## config.mk

```make
export PLATFORM = sky130hd
export DESIGN_NAME = window_addr_gen
export DESIGN_NICKNAME = d
export VERILOG_FILES = /design/src/rtl/window_addr_gen.sv
export SDC_FILE = /design/constraint.sdc
export NUM_CORES = 1
export LEC_CHECK = 0
export ABC_AREA = 1
export CORE_ASPECT_RATIO = 1.25
export CORE_MARGIN = 2
export CORE_UTILIZATION = 60
export DETAILED_ROUTE_END_ITERATION = 7
export GPL_ROUTABILITY_DRIVEN = 0
export HOLD_SLACK_MARGIN = 0.12
export PLACE_DENSITY = 0.92
export SLEW_MARGIN = 10
export SYNTH_ARGS = -nofsm -noshare
export SYNTH_HDL_FRONTEND = slang
export SYNTH_SLANG_ARGS = --single-unit
```

## constraint.sdc

```tcl
create_clock -name clk -period 23 [get_ports clk]
set_input_delay 2.3 -clock clk [delete_from_list [all_inputs] [get_ports clk]]
set_output_delay 2.3 -clock clk [all_outputs]
set_load 0.05 [all_outputs]
```

## src/rtl/window_addr_gen.sv

```systemverilog
// rtl/window_addr_gen.sv - sliding-window pixel address generator for a KxK convolution frame
//
// Purpose: walks every KxK window of an IMG_W x IMG_H feature map, one pixel
// address per beat. Beats are ordered kx, then ky, then window column, then
// window row, innermost first. Each beat is offered to a downstream address
// mapper with a valid/ready handshake.
//
// Configuration macro: WAG_PAD_EN
//   defined   - zero padding of P=(K-1)/2 on every side; out-of-image beats
//               drive pad=1 and dataaddr=0
//   undefined - only fully in-image windows are walked; pad is tied 0
//
// Ports:
//   clk, rst_n       rising-edge clock, asynchronous active-low reset
//   start            one-cycle frame request, only honoured while idle
//   mode_in          storage layout select, latched at start
//   base_addr[14:0]  frame base linear address, latched at start
//   addr_ready       downstream accepts the current beat
//   addr_valid       dataaddr/mode/pad/last are valid
//   dataaddr[14:0]   linear pixel address, modulo 2^15
//   mode             latched mode_in
//   pad              current beat is a zero-padding position
//   last             current beat is the final beat of the frame
//   busy             frame in progress
//   done             one-cycle pulse after the final beat is accepted
module window_addr_gen #(
  parameter int IMG_W  = 30,
  parameter int IMG_H  = 16,
  parameter int K      = 3,
  parameter int STRIDE = 1
) (
  input  logic        clk,
  input  logic        rst_n,
  input  logic        start,
  input  logic        mode_in,
  input  logic [14:0] base_addr,
  input  logic        addr_ready,
  output logic        addr_valid,
  output logic [14:0] dataaddr,
  output logic        mode,
  output logic        pad,
  output logic        last,
  output logic        busy,
  output logic        done
);

  typedef enum logic [1:0] {S_IDLE, S_RUN, S_DONE} state_t;

`ifdef WAG_PAD_EN
  localparam int P     = (K - 1) / 2;
  localparam int C_LIM = IMG_W - 1;
  localparam int R_LIM = IMG_H - 1;
  localparam logic [16:0] P17   = 17'(P);
  localparam logic [16:0] W_P17 = 17'(IMG_W + P);
  localparam logic [16:0] H_P17 = 17'(IMG_H + P);
`else
  localparam int P     = 0;
  localparam int C_LIM = IMG_W - K;
  localparam int R_LIM = IMG_H - K;
`endif

  localparam logic [2:0]  KM1    = 3'(K - 1);
  localparam logic [15:0] STR16  = 16'(STRIDE);
  localparam logic [16:0] STR17  = 17'(STRIDE);
  localparam logic [16:0] CLIM17 = 17'(C_LIM);
  localparam logic [16:0] RLIM17 = 17'(R_LIM);

  state_t      state_q, state_d;
  logic [2:0]  kx_q, kx_d, ky_q, ky_d;
  logic [15:0] c_q, c_d, r_q, r_d;
  logic [14:0] base_q, base_d;
  logic        addr_valid_q, addr_valid_d;
  logic [14:0] dataaddr_q, dataaddr_d;
  logic        mode_q, mode_d;
  logic        pad_q, pad_d;
  logic        last_q, last_d;
  logic        busy_q, busy_d;
  logic        done_q, done_d;

  // Coordinates of the beat that would be presented next: window (0,0) when
  // a frame starts, otherwise the successor of the current beat.
  logic [2:0]  nkx, nky;
  logic [15:0] nc, nr;
  logic [14:0] nbase;
  logic        load;

  logic [14:0] y15, x15, lin15;
  logic [14:0] beat_addr;
  logic        beat_pad;
  logic        beat_last;

  always_comb begin
    nbase = base_q;
    nkx   = kx_q;
    nky   = ky_q;
    nc    = c_q;
    nr    = r_q;
    if (state_q == S_IDLE) begin
      nbase = base_addr;
      nkx   = 3'd0;
      nky   = 3'd0;
      nc    = 16'd0;
      nr    = 16'd0;
    end else if (kx_q != KM1) begin
      nkx = kx_q + 3'd1;
    end else begin
      nkx = 3'd0;
      if (ky_q != KM1) begin
        nky = ky_q + 3'd1;
      end else begin
        nky = 3'd0;
        if (({1'b0, c_q} + STR17) <= CLIM17) begin
          nc = c_q + STR16;
        end else begin
          nc = 16'd0;
          nr = r_q + STR16;
        end
      end
    end
  end

  // Address arithmetic is done modulo 2^15 directly; negative padded
  // coordinates only occur on pad beats, whose address is forced to 0.
  always_comb begin
    y15       = nr[14:0] + {12'd0, nky} - 15'(P);
    x15       = nc[14:0] + {12'd0, nkx} - 15'(P);
    lin15     = nbase + y15 * 15'(IMG_W) + x15;
    beat_last = (nkx == KM1) && (nky == KM1) &&
                (({1'b0, nc} + STR17) > CLIM17) &&
                (({1'b0, nr} + STR17) > RLIM17);
`ifdef WAG_PAD_EN
    // Compare against offset bounds so the unsigned sums never go negative.
    beat_pad  = (({1'b0, nr} + {14'd0, nky}) < P17)   ||
                (({1'b0, nr} + {14'd0, nky}) >= H_P17) ||
                (({1'b0, nc} + {14'd0, nkx}) < P17)   ||
                (({1'b0, nc} + {14'd0, nkx}) >= W_P17);
    beat_addr = beat_pad ? 15'd0 : lin15;
`else
    beat_pad  = 1'b0;
    beat_addr = lin15;
`endif
  end

  always_comb begin
    state_d      = state_q;
    kx_d         = kx_q;
    ky_d         = ky_q;
    c_d          = c_q;
    r_d          = r_q;
    base_d       = base_q;
    addr_valid_d = addr_valid_q;
    dataaddr_d   = dataaddr_q;
    mode_d       = mode_q;
    pad_d        = pad_q;
    last_d       = last_q;
    busy_d       = busy_q;
    done_d       = 1'b0;
    load         = 1'b0;
    case (state_q)
      S_IDLE: begin
        if (start) begin
          state_d = S_RUN;
          base_d  = base_addr;
          mode_d  = mode_in;
          busy_d  = 1'b1;
          load    = 1'b1;
        end
      end
      S_RUN: begin
        if (addr_valid_q && addr_ready) begin
          if (last_q) begin
            state_d      = S_DONE;
            addr_valid_d = 1'b0;
            pad_d        = 1'b0;
            last_d       = 1'b0;
            busy_d       = 1'b0;
            done_d       = 1'b1;
          end else begin
            load = 1'b1;
          end
        end
      end
      S_DONE:  state_d = S_IDLE;
      default: state_d = S_IDLE;
    endcase
    if (load) begin
      kx_d         = nkx;
      ky_d         = nky;
      c_d          = nc;
      r_d          = nr;
      addr_valid_d = 1'b1;
      dataaddr_d   = beat_addr;
      pad_d        = beat_pad;
      last_d       = beat_last;
    end
  end

  always_ff @(posedge clk or negedge rst_n) begin
    if (!rst_n) begin
      state_q      <= S_IDLE;
      kx_q         <= 3'd0;
      ky_q         <= 3'd0;
      c_q          <= 16'd0;
      r_q          <= 16'd0;
      base_q       <= 15'd0;
      addr_valid_q <= 1'b0;
      dataaddr_q   <= 15'd0;
      mode_q       <= 1'b0;
      pad_q        <= 1'b0;
      last_q       <= 1'b0;
      busy_q       <= 1'b0;
      done_q       <= 1'b0;
    end else begin
      state_q      <= state_d;
      kx_q         <= kx_d;
      ky_q         <= ky_d;
      c_q          <= c_d;
      r_q          <= r_d;
      base_q       <= base_d;
      addr_valid_q <= addr_valid_d;
      dataaddr_q   <= dataaddr_d;
      mode_q       <= mode_d;
      pad_q        <= pad_d;
      last_q       <= last_d;
      busy_q       <= busy_d;
      done_q       <= done_d;
    end
  end

  assign addr_valid = addr_valid_q;
  assign dataaddr   = dataaddr_q;
  assign mode       = mode_q;
  assign pad        = pad_q;
  assign last       = last_q;
  assign busy       = busy_q;
  assign done       = done_q;

endmodule

```

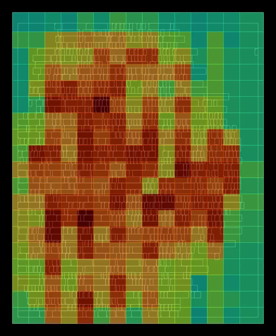
Figure 1: run 1, routing congestion map.
met3 usage: 5.32%
Tot GR Track Use: 30.4%
WL per Instance: 15.5 um

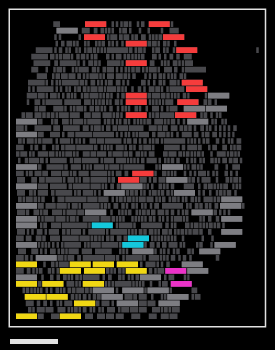
Figure 2: run 1, where the registers sit.
The bar under the picture is 20 um long. Other sequential cells in the stronger gray, the rest of the logic in the fainter gray.
legend:
  r_q:
    color: red
    flops: 16
  base_q:
    color: yellow
    flops: 15
  kx_q:
    color: cyan
    flops: 3
  state_q:
    color: magenta
    flops: 2
not colored: 39

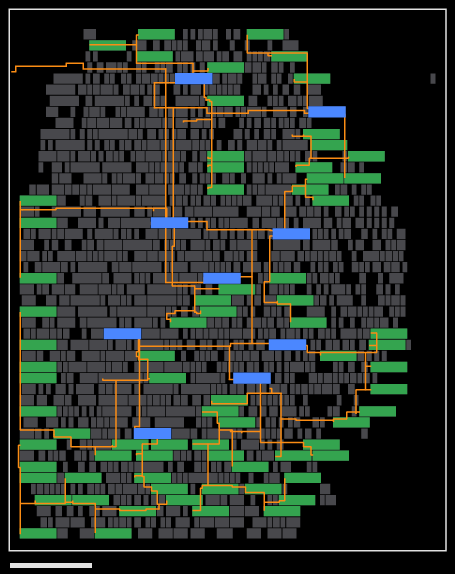
Figure 3: run 1, clock wires, drivers and flops.
The bar under the picture is 20 um long.
legend:
  flip-flops:
    color: green
    count: 75
  clock wires:
    color: orange
    length: 1110 um
  cells driving clock nets:
    color: blue
    count: 9
flops lie: all over the die
Clk pwr share: 51.5%
Clk Latency, worst-skew pair: 0.35 ns
Layout Skew: 0.0101 ns
clock-net power: 0.147 mW

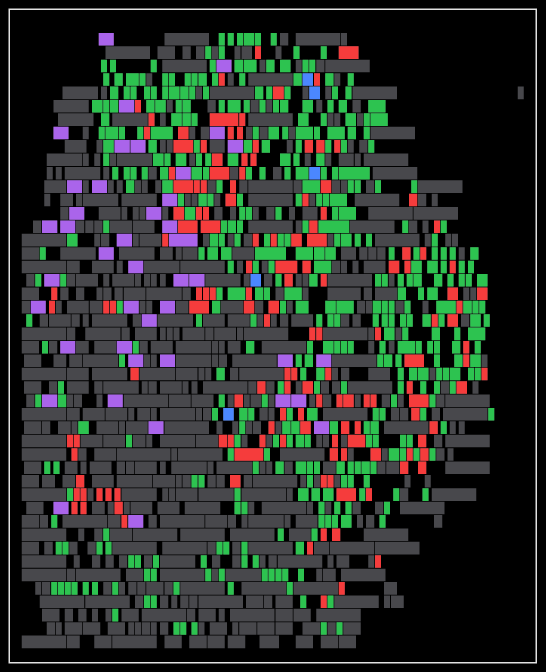
Figure 4: run 1, gate families picked out.
legend:
  AND and OR gates:
    color: blue
    cells: 5
  NAND gates:
    color: green
    cells: 408
  NOR gates:
    color: red
    cells: 143
  XOR/XNOR gates:
    color: purple
    cells: 42

==> impl_metrics.json, run 1 <==
{
  "status": "finished, final reports clean",
  "total_power_mw": 0.286,
  "cts-resized-gates": 0,
  "regArea_mm2": 0.00188,
  "grt_pass1_wl_um": 34400,
  "met1_usage_pct": 34.5,
  "comb-cell-share_pct": 59.4,
  "routed_wl_um": 20700,
  "cp.depth": 48,
  "required_ns": 23.24,
  "fin_tns_setup_ns": 0,
  "synth_flop_count": 75,
  "yosysTopAreaCell": "dfrtp_1",
  "drc": 0,
  "cts_made_buffers": 9,
  "cp.buffers_inverters": 5,
  "num_vias": 7686,
  "max_freq_ghz": 0.109,
  "p_leak_nw": 4.49,
  "seq_cells": 75,
  "cts_tree": "yes",
  "wl_met1_um": 7730,
  "pre_cts_ws_ns": 13.97,
  "seq_share_pct": 21.5,
  "ys_area_mm2": 0.00792,
  "tool_warnings": 30,
  "dp_hpwl_um": 15500,
  "grt_max_degree": 76,
  "core-area_mm2": 0.0128,
  "path_max_fanout": 28,
  "busiest_layer": "met2",
  "p_per_area_mw_per_mm2": 32.8,
  "stdcell_area_mm2": 0.00872,
  "io_buffers": 39,
  "grt_overflow": 0,
  "nets": 1266,
  "yosysWarnings": 0,
  "bufAreaShareNonClock_pct": 4.88,
  "hold_viol_final": 0,
  "fill_cells": 1027,
  "synth-edff-count": 0,
  "adder_share_pct": 16.3,
  "synth_cells": 1136,
  "min_to": "dataaddr[14]",
  "lay_top_cells": "284 x nand2_1, 182 x inv_1, 97 x o21ai_0, 87 x nor2_1, 75 x dfrtp_1",
  "period_needed_ns": 9.19,
  "whs_path_depth": 2,
  "path_common_cell": "nand2_1",
  "whs_ns": 0.478,
  "antenna_found_initial": 0,
  "worstPathArrival_ns": 9.43,
  "initCoreUtil_pct": 62.0,
  "ys_sh_simple_pct": 33.4,
  "reg.largest.list": "c_q: 16 flops, r_q: 16 flops",
  "aoi_share_pct": 10.8,
  "utilization_pct": 68.3,
  "crit_slowest_cell": "fa_1",
  "tightest_slew_ns": 1.03,
  "swShare_pct": 23.1,
  "hold_buffers": 0,
  "top_cells_by_count": "284 x nand2_1, 184 x inv_1, 97 x o21ai_0, 87 x nor2_1, 75 x dfrtp_1",
  "drive_above_1_share_pct": 8.65,
  "min_from": "dataaddr[14]",
  "antennaDiodeCount": 0,
  "ff2ff_setup_slack_ns": 13.81,
  "top_area_share_pct": 23.7,
  "clock_tree_area_fraction_pct": 3.46,
  "p_sw_mw": 0.0660
}
==> run 2: changes to the inputs <==
==> constraint.sdc (replaced) <==
create_clock -name clk -period 9.2 [get_ports clk]
set_input_delay 0.92 -clock clk [delete_from_list [all_inputs] [get_ports clk]]
set_output_delay 0.92 -clock clk [all_outputs]
set_load 0.05 [all_outputs]
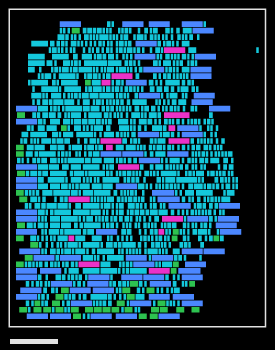
Figure 5: run 2, cell classes on the final placement.
The bar under the picture is 20 um long.
legend:
  flip-flops:
    color: blue
    cells: 75
  other buffers and delay cells:
    color: green
    cells: 47
  clock drivers and dummy loads:
    color: magenta
    cells: 15
  all other logic:
    color: cyan
    cells: 1033

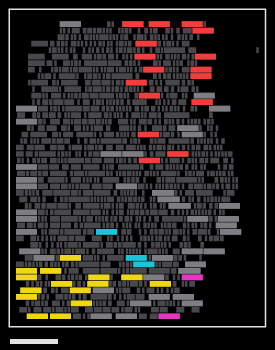
Figure 6: run 2, where the registers sit.
The bar under the picture is 20 um long. Other sequential cells in the stronger gray, the rest of the logic in the fainter gray.
legend:
  kx_q:
    color: cyan
    flops: 3
  state_q:
    color: magenta
    flops: 2
  base_q:
    color: yellow
    flops: 15
    where: bottom left
  r_q:
    color: red
    flops: 16
    where: top middle
not colored: 39
Reg area: 0.00188 mm2
Seq area share: 21.3%
Util after Layout: 69.1%
Power Sequential: 0.330 mW

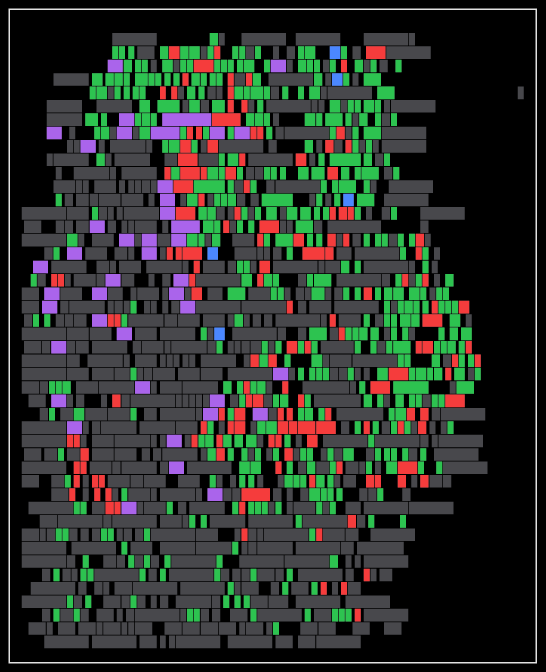
Figure 7: run 2, gate families picked out.
legend:
  NAND gates:
    color: green
    cells: 408
  NOR gates:
    color: red
    cells: 143
  XOR/XNOR gates:
    color: purple
    cells: 42
  AND and OR gates:
    color: blue
    cells: 5
most used logic cell in the final layout: nand2_1
final non-filler cell total: 1338
combinational share of cell area: 59.6%

==> run 2 against run 1 <==
Utilization grew 0.82 points. Register-to-register slack lost 13 ns. Final area grew 1.2%. Non-clock buffer count grew 3. Sequential share of layout area shrank 0.20 points. Clock skew shrank 0.0035 ns. Clock power grew to 2.5 times the previous value. Clock-buffer cell count shrank 1. Worst hold slack gained 0.0020 ns. Critical path depth grew 2. Synthesized area is the same. Critical path type unchanged.
==> impl_metrics.json, run 2 <==
{
  "bufAreaShareNonClock_pct": 5.07,
  "yosysWarnings": 0,
  "synth_flop_count": 75,
  "ys_area_mm2": 0.00792,
  "worstPathArrival_ns": 8.86,
  "routed_wl_um": 20700,
  "ys_sh_simple_pct": 33.4,
  "top_power_group": "the clock network",
  "reg.largest.list": "c_q: 16 flops, r_q: 16 flops",
  "top_cells_by_count": "284 x nand2_1, 184 x inv_1, 97 x o21ai_0, 87 x nor2_1, 75 x dfrtp_1",
  "tightest_slew_ns": 1.02,
  "p_leak_nw": 4.49,
  "swShare_pct": 23.5,
  "seq_power_share_pct": 45.9,
  "cts-resized-gates": 0,
  "hold_buffers": 0,
  "post_cts_buffers": 0,
  "yosysTopAreaCell": "dfrtp_1",
  "top_area_share_pct": 23.7,
  "num_vias": 7655,
  "topCellsByArea": "dfrtp_1 24%, nand2_1 13%, inv_1 8.7%, fa_1 8.6%, ha_1 7.7%",
  "xor_share_pct": 4.74,
  "synth_area_mm2": 0.00792,
  "clockPowerShare_pct": 51.7,
  "hold_viol_final": 0,
  "cp-end-kind": "register",
  "grt_overflow": 0,
  "nets": 1269,
  "yosys_most_used_dff": "dfrtp_1",
  "pre_cts_ws_ns": 0.410,
  "total_power_mw": 0.719,
  "drive_above_1_share_pct": 9.91,
  "p_int_mw": 0.550,
  "core-area_mm2": 0.0128,
  "crit_slowest_cell": "fa_1",
  "syn_avg_cell_area_um2": 6.97,
  "n_tap_cell": 168,
  "ys_seq_share_pct": 23.7,
  "finalClockPeriodUsage_pct": 93.6,
  "max_freq_ghz": 0.116,
  "syn2layout_area_growth_pct": 11.5,
  "inverters": 194,
  "period_needed_ns": 8.61,
  "grt_pass1_wl_um": 34400,
  "min_from": "dataaddr[2]",
  "cp.depth": 50,
  "path_common_cell": "nand2_1",
  "synth-edff-count": 0,
  "met1_usage_pct": 36.2,
  "antenna_left": 0,
  "dp_hpwl_um": 15200,
  "required_ns": 9.45,
  "whs_path_depth": 2,
  "clock_tree_area_fraction_pct": 3.39,
  "busiest_layer": "met2",
  "root_buffer": "clkbuf_16",
  "use_met3_pct": 4.88,
  "io_buffers": 39,
  "clock.latency.late_pin_ns": 0.35,
  "layout_setup_ws_ns": 0.590,
  "rows": 46,
  "drv_slew": 0,
  "cts_tree": "yes",
  "r2r_cells": 50,
  "ff2ff_setup_slack_ns": 0.59,
  "adder_share_pct": 16.3,
  "critical_path_class": "register to register",
  "wl_met1_um": 7740,
  "cp.buffers_inverters": 8,
  "seq_cells": 75,
  "grt_max_degree": 76,
  "post_drt_wl_per_cell_um": 15.5,
  "antennaDiodeCount": 0,
  "fill_cells": 993,
  "whs_ns": 0.480,
  "status": "finished, final reports clean",
  "synth_cells": 1136,
  "drc": 0,
  "finalClockSkew_ns": 0.00655,
  "max_stage_delay_ns": 0.54,
  "async_reset_ff_share_pct": 100,
  "lay_top_cells": "283 x nand2_1, 182 x inv_1, 97 x o21ai_0, 86 x nor2_1, 71 x dfrtp_1",
  "aoi_share_pct": 10.8,
  "min_to": "dataaddr[2]",
  "p_sw_mw": 0.169,
  "p_clk_mw": 0.372,
  "fin_tns_setup_ns": 0,
  "ys_types": 45,
  "path_max_fanout": 28,
  "grt_usage_pct": 30.3,
  "signal_buffers": 47,
  "p_per_area_mw_per_mm2": 81.4,
  "tool_warnings": 30,
  "stdcell_area_mm2": 0.00883,
  "cts_made_buffers": 9,
  "antenna_found_initial": 0,
  "mux_area_share_pct": 0.142,
  "yosys_cells": 1136,
  "initCoreUtil_pct": 62.0
}
==> run 3: changes to the inputs <==
--- a/config.mk
+++ b/config.mk
@@ -6,7 +6,7 @@
 export NUM_CORES = 1
 export LEC_CHECK = 0
 export ABC_AREA = 1
-export CORE_ASPECT_RATIO = 1.25
+export CORE_ASPECT_RATIO = 1.4
 export CORE_MARGIN = 2
 export CORE_UTILIZATION = 60
 export DETAILED_ROUTE_END_ITERATION = 7
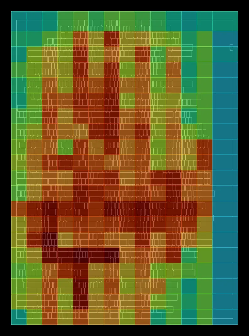
Figure 8: run 3, routing congestion map.
grt peak-use layer: met2
Util after Layout: 68.6%

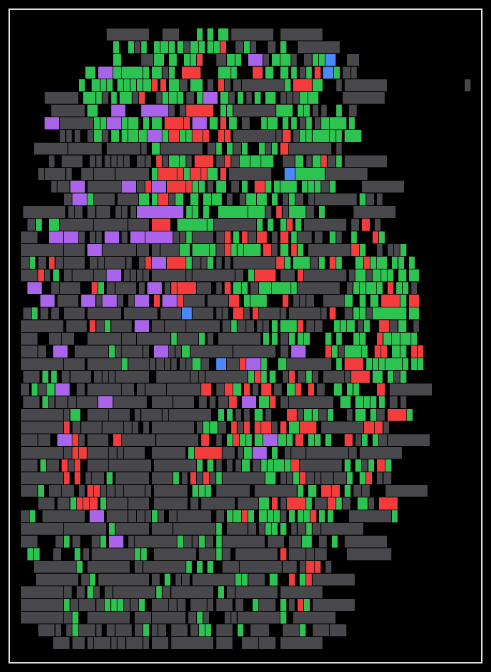
Figure 9: run 3, gate families picked out.
legend:
  NAND gates:
    color: green
    cells: 408
  XOR/XNOR gates:
    color: purple
    cells: 42
  AND and OR gates:
    color: blue
    cells: 5
  NOR gates:
    color: red
    cells: 143
combinational share of cell area: 59.8%
final non-filler cell total: 1324

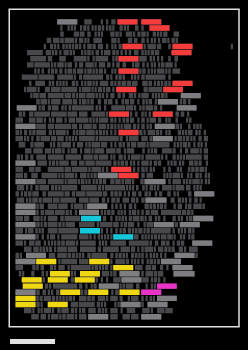
Figure 10: run 3, where the registers sit.
The bar under the picture is 20 um long. Other sequential cells in the stronger gray, the rest of the logic in the fainter gray.
legend:
  state_q:
    color: magenta
    flops: 2
  base_q:
    color: yellow
    flops: 15
  kx_q:
    color: cyan
    flops: 3
  r_q:
    color: red
    flops: 16
not colored: 39
Reg area: 0.00188 mm2
Seq area share: 21.3%

==> run 3 against run 2 <==
Synthesized cell count unchanged. Utilization down 0.49 points. Worst hold slack about the same. Non-clock buffer count unchanged. Clock skew up 0.0012 ns.
==> impl_metrics.json, run 3 <==
{
  "vias_per_cell": 5.83,
  "synth_cells": 1136,
  "grt_usage_pct": 30.6,
  "max_slew_margin_pct": 32.6,
  "met2_usage_pct": 52.0,
  "critical_path_class": "register to register",
  "max_freq_ghz": 0.116,
  "grt_max_degree": 76,
  "lay_top_count": "nand2_1",
  "xor_share_pct": 4.74,
  "max_stage_delay_ns": 0.55,
  "reg.largest.list": "c_q: 16 flops, r_q: 16 flops",
  "inverters": 194,
  "top_area_share_pct": 23.7,
  "clkTransAtPathRegs_ns": 0.07,
  "stdcell_area_mm2": 0.00883,
  "min_from": "dataaddr[1]",
  "ys_area_mm2": 0.00792,
  "synth.most_common_cell": "nand2_1",
  "total_power_mw": 0.723,
  "syn2layout_area_growth_pct": 11.6,
  "ff2ff_setup_slack_ns": 0.57,
  "met1_usage_pct": 34.9,
  "seq_power_share_pct": 45.6,
  "area_dominant_class": "logic gates",
  "p_sw_mw": 0.171,
  "top_power_group": "the clock network",
  "fin_tns_setup_ns": 0,
  "p_clk_mw": 0.376,
  "synth_flop_count": 75,
  "post_drt_wl_per_cell_um": 15.8,
  "synth_area_mm2": 0.00792,
  "yosysWarnings": 0,
  "swShare_pct": 23.7,
  "grt_pass1_wl_um": 34800,
  "path_common_cell": "nand2_1",
  "finalClockPeriodUsage_pct": 93.8,
  "layout_setup_ws_ns": 0.573,
  "cp.depth": 50,
  "place_area_mm2": 0.00842,
  "n_tap_cell": 153,
  "fp.dieH_um": 140,
  "aoi_share_pct": 10.8,
  "lay_top_cells": "283 x nand2_1, 182 x inv_1, 97 x o21ai_0, 85 x nor2_1, 72 x dfrtp_1",
  "synthTopLogicFamily": "simple AND/OR/NAND/NOR gates",
  "async_reset_ff_share_pct": 100,
  "dp_hpwl_um": 15200,
  "crit_slowest_cell": "fa_1",
  "wl_met1_um": 7620,
  "p_comb_mw": 0.0174,
  "top_cells_by_count": "284 x nand2_1, 184 x inv_1, 97 x o21ai_0, 87 x nor2_1, 75 x dfrtp_1",
  "antenna_left": 0,
  "seq_cells": 75,
  "routed_wl_um": 20900,
  "nets": 1269,
  "wl_met2_um": 10500,
  "antenna_found_initial": 0,
  "grt_pass1_vias": 7711,
  "path_max_fanout": 28,
  "yosys_most_used_dff": "dfrtp_1",
  "num_vias": 7713,
  "antennaDiodeCount": 0,
  "cp-end-kind": "register",
  "use_met3_pct": 5.64,
  "io_buffers": 39,
  "required_ns": 9.45,
  "reg2reg_from": "c_q[2]",
  "min_to": "dataaddr[1]",
  "clockPowerShare_pct": 52.0,
  "ys_sh_simple_pct": 33.4,
  "synth-edff-count": 0,
  "tool_warnings": 31,
  "worstPathArrival_ns": 8.87,
  "initCoreUtil_pct": 61.5,
  "cts_tree": "yes",
  "topCellsByArea": "dfrtp_1 24%, nand2_1 13%, inv_1 8.7%, fa_1 8.6%, ha_1 7.7%",
  "signal_buffers": 47,
  "finalClockSkew_ns": 0.00774,
  "post_cts_buffers": 0,
  "ys_seq_share_pct": 23.7,
  "cts_made_buffers": 9,
  "die_x_um": 101,
  "seq_cell_power_mw": 0.330,
  "core-area_mm2": 0.0129,
  "whs_path_depth": 2,
  "status": "finished, final reports clean",
  "tightest_slew_ns": 1.01,
  "drv_slew": 0,
  "whs_ns": 0.480,
  "clock.latency.late_pin_ns": 0.35,
  "p_int_mw": 0.552,
  "root_buffer": "clkbuf_16",
  "yosysTopAreaCell": "dfrtp_1",
  "pre_cts_ws_ns": 0.355,
  "mux_area_share_pct": 0.142,
  "p_per_area_mw_per_mm2": 81.8,
  "cts.htree.levels": 3,
  "syn_avg_cell_area_um2": 6.97,
  "p_leak_nw": 4.50,
  "yosys_cells": 1136,
  "period_needed_ns": 8.63,
  "die-area_mm2": 0.0141,
  "grt_overflow": 0,
  "logic_gate_count": 839,
  "hold_viol_final": 0,
  "bufAreaShareNonClock_pct": 5.07,
  "clock_tree_area_fraction_pct": 3.46,
  "drive_above_1_share_pct": 10.2,
  "fill_cells": 950,
  "r2r_cells": 50,
  "drc": 0,
  "adder_share_pct": 16.3,
  "placed_cells": 1307,
  "hold_buffers": 0,
  "syn_nets": 1239,
  "cp.buffers_inverters": 7,
  "cts-resized-gates": 0,
  "ys_types": 45,
  "rows": 49
}
No activity file was given, so power comes from the tool's default toggle rates.
